--- src/rtl/mult8_seq_nib.sv ---
// Sequential 8x8 unsigned multiplier: one shared 4x4 nibble core, four steps, valid/ready output.
// Optional MAC accumulator compiled in with `define MULT8_ACCUM_EN.
module mult8_seq_nib #(
    parameter int ACC_W = 20
) (
    input  logic        clk,
    input  logic        rst_n,
    input  logic        in_valid,
    output logic        in_ready,
    input  logic [7:0]  in_a,
    input  logic [7:0]  in_b,
    output logic        out_valid,
    input  logic        out_ready,
    output logic [15:0] out_prod,
    output logic        busy
`ifdef MULT8_ACCUM_EN
    ,
    input  logic             acc_clr,
    output logic [ACC_W-1:0] acc_out
`endif
);

    // Handshakes: a transfer happens on a rising edge where valid && ready are both high;
    // valid never depends combinationally on ready, and in_ready/out_valid depend only on state.

    if (ACC_W < 16) begin : g_bad_acc_w
        $error("ACC_W must be at least 16");
    end

    typedef enum logic [1:0] {
        IDLE = 2'd0,
        MUL  = 2'd1,
        DONE = 2'd2
    } state_t;

    state_t      state;
    state_t      state_next;
    logic [1:0]  step;
    logic [7:0]  a_q;
    logic [7:0]  b_q;
    logic [15:0] sum;
    logic [3:0]  nib_x;
    logic [3:0]  nib_y;
    logic [7:0]  pp;
    logic [3:0]  shamt;
    logic [15:0] sum_next;
    logic        accept;
    logic        handoff;

    assign accept  = in_valid && in_ready;
    assign handoff = out_valid && out_ready;

    always_comb begin
        state_next = state;
        in_ready   = 1'b0;
        out_valid  = 1'b0;
        busy       = 1'b1;
        case (state)
            IDLE: begin
                in_ready = 1'b1;
                busy     = 1'b0;
                if (in_valid) state_next = MUL;
            end
            MUL: begin
                if (step == 2'd3) state_next = DONE;
            end
            DONE: begin
                out_valid = 1'b1;
                if (out_ready) state_next = IDLE;
            end
            default: state_next = IDLE;
        endcase
    end

    // Step order: lo*lo, hi*lo, lo*hi, hi*hi; the two cross terms share shift 4.
    always_comb begin
        nib_x    = step[0] ? a_q[7:4] : a_q[3:0];
        nib_y    = step[1] ? b_q[7:4] : b_q[3:0];
        pp       = {4'b0, nib_x} * {4'b0, nib_y};
        shamt    = {step[1] & step[0], step[1] ^ step[0], 2'b00};
        sum_next = sum + ({8'b0, pp} << shamt);
    end

    always_ff @(posedge clk or negedge rst_n) begin
        if (!rst_n) begin
            state    <= IDLE;
            step     <= 2'd0;
            a_q      <= 8'd0;
            b_q      <= 8'd0;
            sum      <= 16'd0;
            out_prod <= 16'd0;
        end else begin
            state <= state_next;
            if (state == IDLE && accept) begin
                a_q  <= in_a;
                b_q  <= in_b;
                sum  <= 16'd0;
                step <= 2'd0;
            end else if (state == MUL) begin
                sum  <= sum_next;
                step <= step + 2'd1;
                if (step == 2'd3) out_prod <= sum_next;
            end
        end
    end

`ifdef MULT8_ACCUM_EN
    logic clr_q;

    always_ff @(posedge clk or negedge rst_n) begin
        if (!rst_n) begin
            clr_q   <= 1'b0;
            acc_out <= '0;
        end else begin
            if (state == IDLE && accept) clr_q <= acc_clr;
            if (handoff) acc_out <= (clr_q ? '0 : acc_out) + ACC_W'(out_prod);
        end
    end
`endif

endmodule
--- config.mk ---
export PLATFORM = sky130hd
export DESIGN_NAME = mult8_seq_nib
export DESIGN_NICKNAME = d
export VERILOG_FILES = /design/src/rtl/mult8_seq_nib.sv
export SDC_FILE = /design/constraint.sdc
export NUM_CORES = 1
export LEC_CHECK = 0
export CORE_MARGIN = 3
export CORE_UTILIZATION = 35
export CTS_CLUSTER_SIZE = 25
export DETAILED_ROUTE_END_ITERATION = 8
export SYNTH_ARGS = -nofsm -noshare
export SYNTH_HDL_FRONTEND = slang
export SYNTH_SLANG_ARGS = --single-unit
--- constraint.sdc ---
create_clock -name clk -period 15.9 [get_ports clk]
set_input_delay 3.975 -clock clk [delete_from_list [all_inputs] [get_ports clk]]
set_output_delay 3.975 -clock clk [all_outputs]
set_load 0.005 [all_outputs]
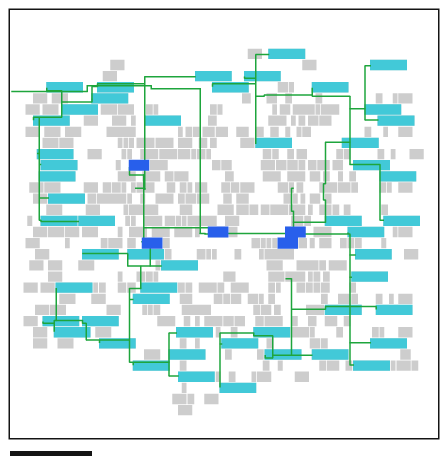
(images/clk_routes.png)
Bar = 20 um.
legend:
  cyan:
    item: flip-flops
    count: 52
  green:
    item: clock wires
    length: 703 um
  blue:
    item: clock drivers
    count: 5
routed clock nets: 6

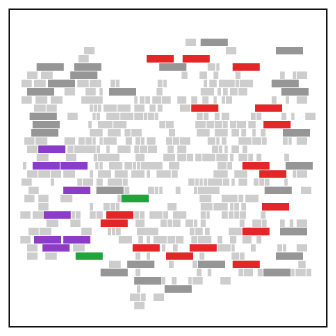
(images/flops_by_reg.png)
Other sequential cells in the stronger gray, the rest of the logic in the fainter gray.
legend:
  red:
    netlist_name: sum
    placed_flops: 16
  purple:
    netlist_name: b_q
    placed_flops: 8
  green:
    netlist_name: state
    placed_flops: 2
not colored: 26

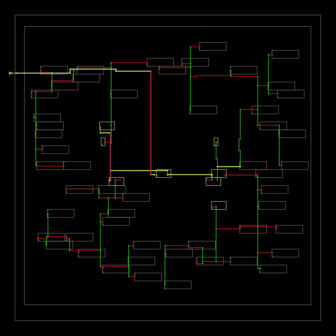
(images/clocks.png)
count of flip-flops and latches: 52
clock latency of the later-clocked register in the worst-skew pair: 0.30 ns
Clock Skew: 0.0117 ns
clk sink count: 52

==> qor.json <==
{
  "run_status": {
    "status": "completed"
  },
  "grt": {
    "grt_pass1_wl_um": 12200,
    "grt_util_all_layers_pct": 13.4,
    "initial_antenna_violation_count": 0,
    "number_of_global_route_vias_before_repair": 2588,
    "grt_use_met1_pct": 17.8,
    "overflow": 0
  },
  "critical_path": {
    "crit_end": "a_q[7]",
    "critical_path.max_stage_delay_ns": 0.89,
    "cp-end-kind": "flop",
    "worst_setup_path_startpoint": "in_valid",
    "cp_num_buf_inv": 1,
    "worst-path-stages": 3,
    "worst_ep_required_time_ns": 16.08,
    "worstReg2RegStart": "step[1]"
  },
  "yosys": {
    "yosysTopAreaCell": "sky130_fd_sc_hd__dfrtp_1",
    "post_synth_mux_area_share_pct": 8.91,
    "synthesis.area_per_instance_um2": 9.60
  },
  "floorplan": {
    "dieArea_um2": 10900,
    "core_util_floorplan_pct": 36.4,
    "area_of_the_core_region_um2": 9330,
    "die_width_um": 105,
    "die_height_um": 105
  },
  "timing": {
    "max_freq_mhz": 180,
    "finalClockPeriodUsage_pct": 34.9,
    "setup-tns-final_ns": 0,
    "worst_slew_pin_slew_ns": 1.21,
    "final.hold.worst_slack_ns": 0.485,
    "final.min_clock_period_ns": 5.56
  },
  "place": {
    "routabilityCongestion": 0.838,
    "io_buffer_count": 38
  },
  "cells_and_area": {
    "nonClockInverterCount": 17,
    "register_area_um2": 1300,
    "area_share_nonclk_buffers_pct": 9.64,
    "dominant-cell-class": "combinational gates",
    "area.share.combinational_pct": 49.7,
    "mi_logic_area_um2": 1970,
    "antenna_cells": 0,
    "final_layout_top_logic_cell": "sky130_fd_sc_hd__dfrtp_1",
    "fillCellCount": 936
  },
  "drt": {
    "detail_route.drc_violations": 0
  },
  "clock_tree": {
    "clockRootBuffer": "sky130_fd_sc_hd__clkbuf_8"
  }
}
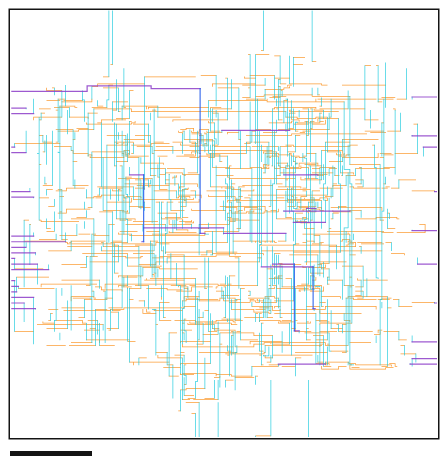
(images/wires.png)
Bar = 20 um.
legend:
  purple:
    layer: metal 3
    wire_length: 298 um
  orange:
    layer: metal 1
    wire_length: 3280 um
  cyan:
    layer: metal 2
    wire_length: 3340 um
  blue:
    layer: metal 4
    wire_length: 78.2 um

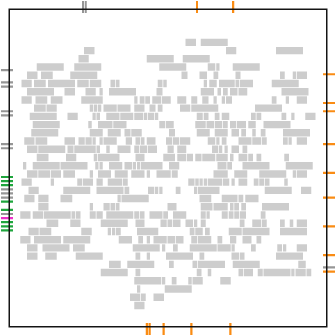
(images/io_placement.png)
Pins as bars across the die edge, other pins in gray.
legend:
  green:
    port: in_b
    pins: 8
    direction: input
    edge: left
  orange:
    port: out_prod
    pins: 16
    direction: output
    edge: 9 right, 5 bottom, 2 top
  magenta:
    port: out_ready
    pins: 1
    direction: input
    edge: left

-- state kept, by name, summed over array words and instances (netlist names) --
name,cells
sum,16
step,2
b_q,8
a_q,8
state,2
out_prod,16
-- cell usage after synthesis (all sizes together), types with 2 or more instances --
| cell | instances |
|---|---|
| xor2 | 7 |
| o21a | 3 |
| dfrtp | 52 |
| clkbuf | 15 |
| a21boi | 2 |
| nor2 | 23 |
| nand4 | 2 |
| inv | 17 |
| a211oi | 4 |
| o22ai | 2 |
| nand2 | 28 |
| a21o | 4 |
| or2 | 5 |
| nand2b | 7 |
| and2 | 3 |
| o31ai | 3 |
| a22o | 2 |
| fa | 5 |
| mux2 | 18 |
| a21oi | 14 |
| o21bai | 6 |
| mux2i | 10 |
| nor3 | 4 |
| or3 | 3 |
| xnor2 | 10 |
| nand3 | 18 |
| o21ai | 36 |
| and3 | 4 |
| ha | 28 |
| nor2b | 10 |
-- per-stage QoR --
step	std cells	cell area [um^2]	worst slack, ns	util, %
6_report	514	3970	10.34	42.6
4_1_cts	514	3970	10.28	42.6
5_1_grt	514	3970	10.03	42.6
3_5_place_dp	506	3880	10.07	41.6
2_1_floorplan	354	3400	10.75	-
3_3_place_gp	506	3880	10.12	41.6
-- tightest hold or removal path, stage by stage, from the launching register on --
cell,delay [ns]
sky130_fd_sc_hd__dfrtp_1,0.35
sky130_fd_sc_hd__nand2_1,0.05
sky130_fd_sc_hd__o21ai_0,0.06
-- routing by layer --
metal	share of wire, %	up-vias
met5	0	-
met3	4.2	9
met1	47	1203
met4	1.1	0
met2	48	52
li1	-	1301
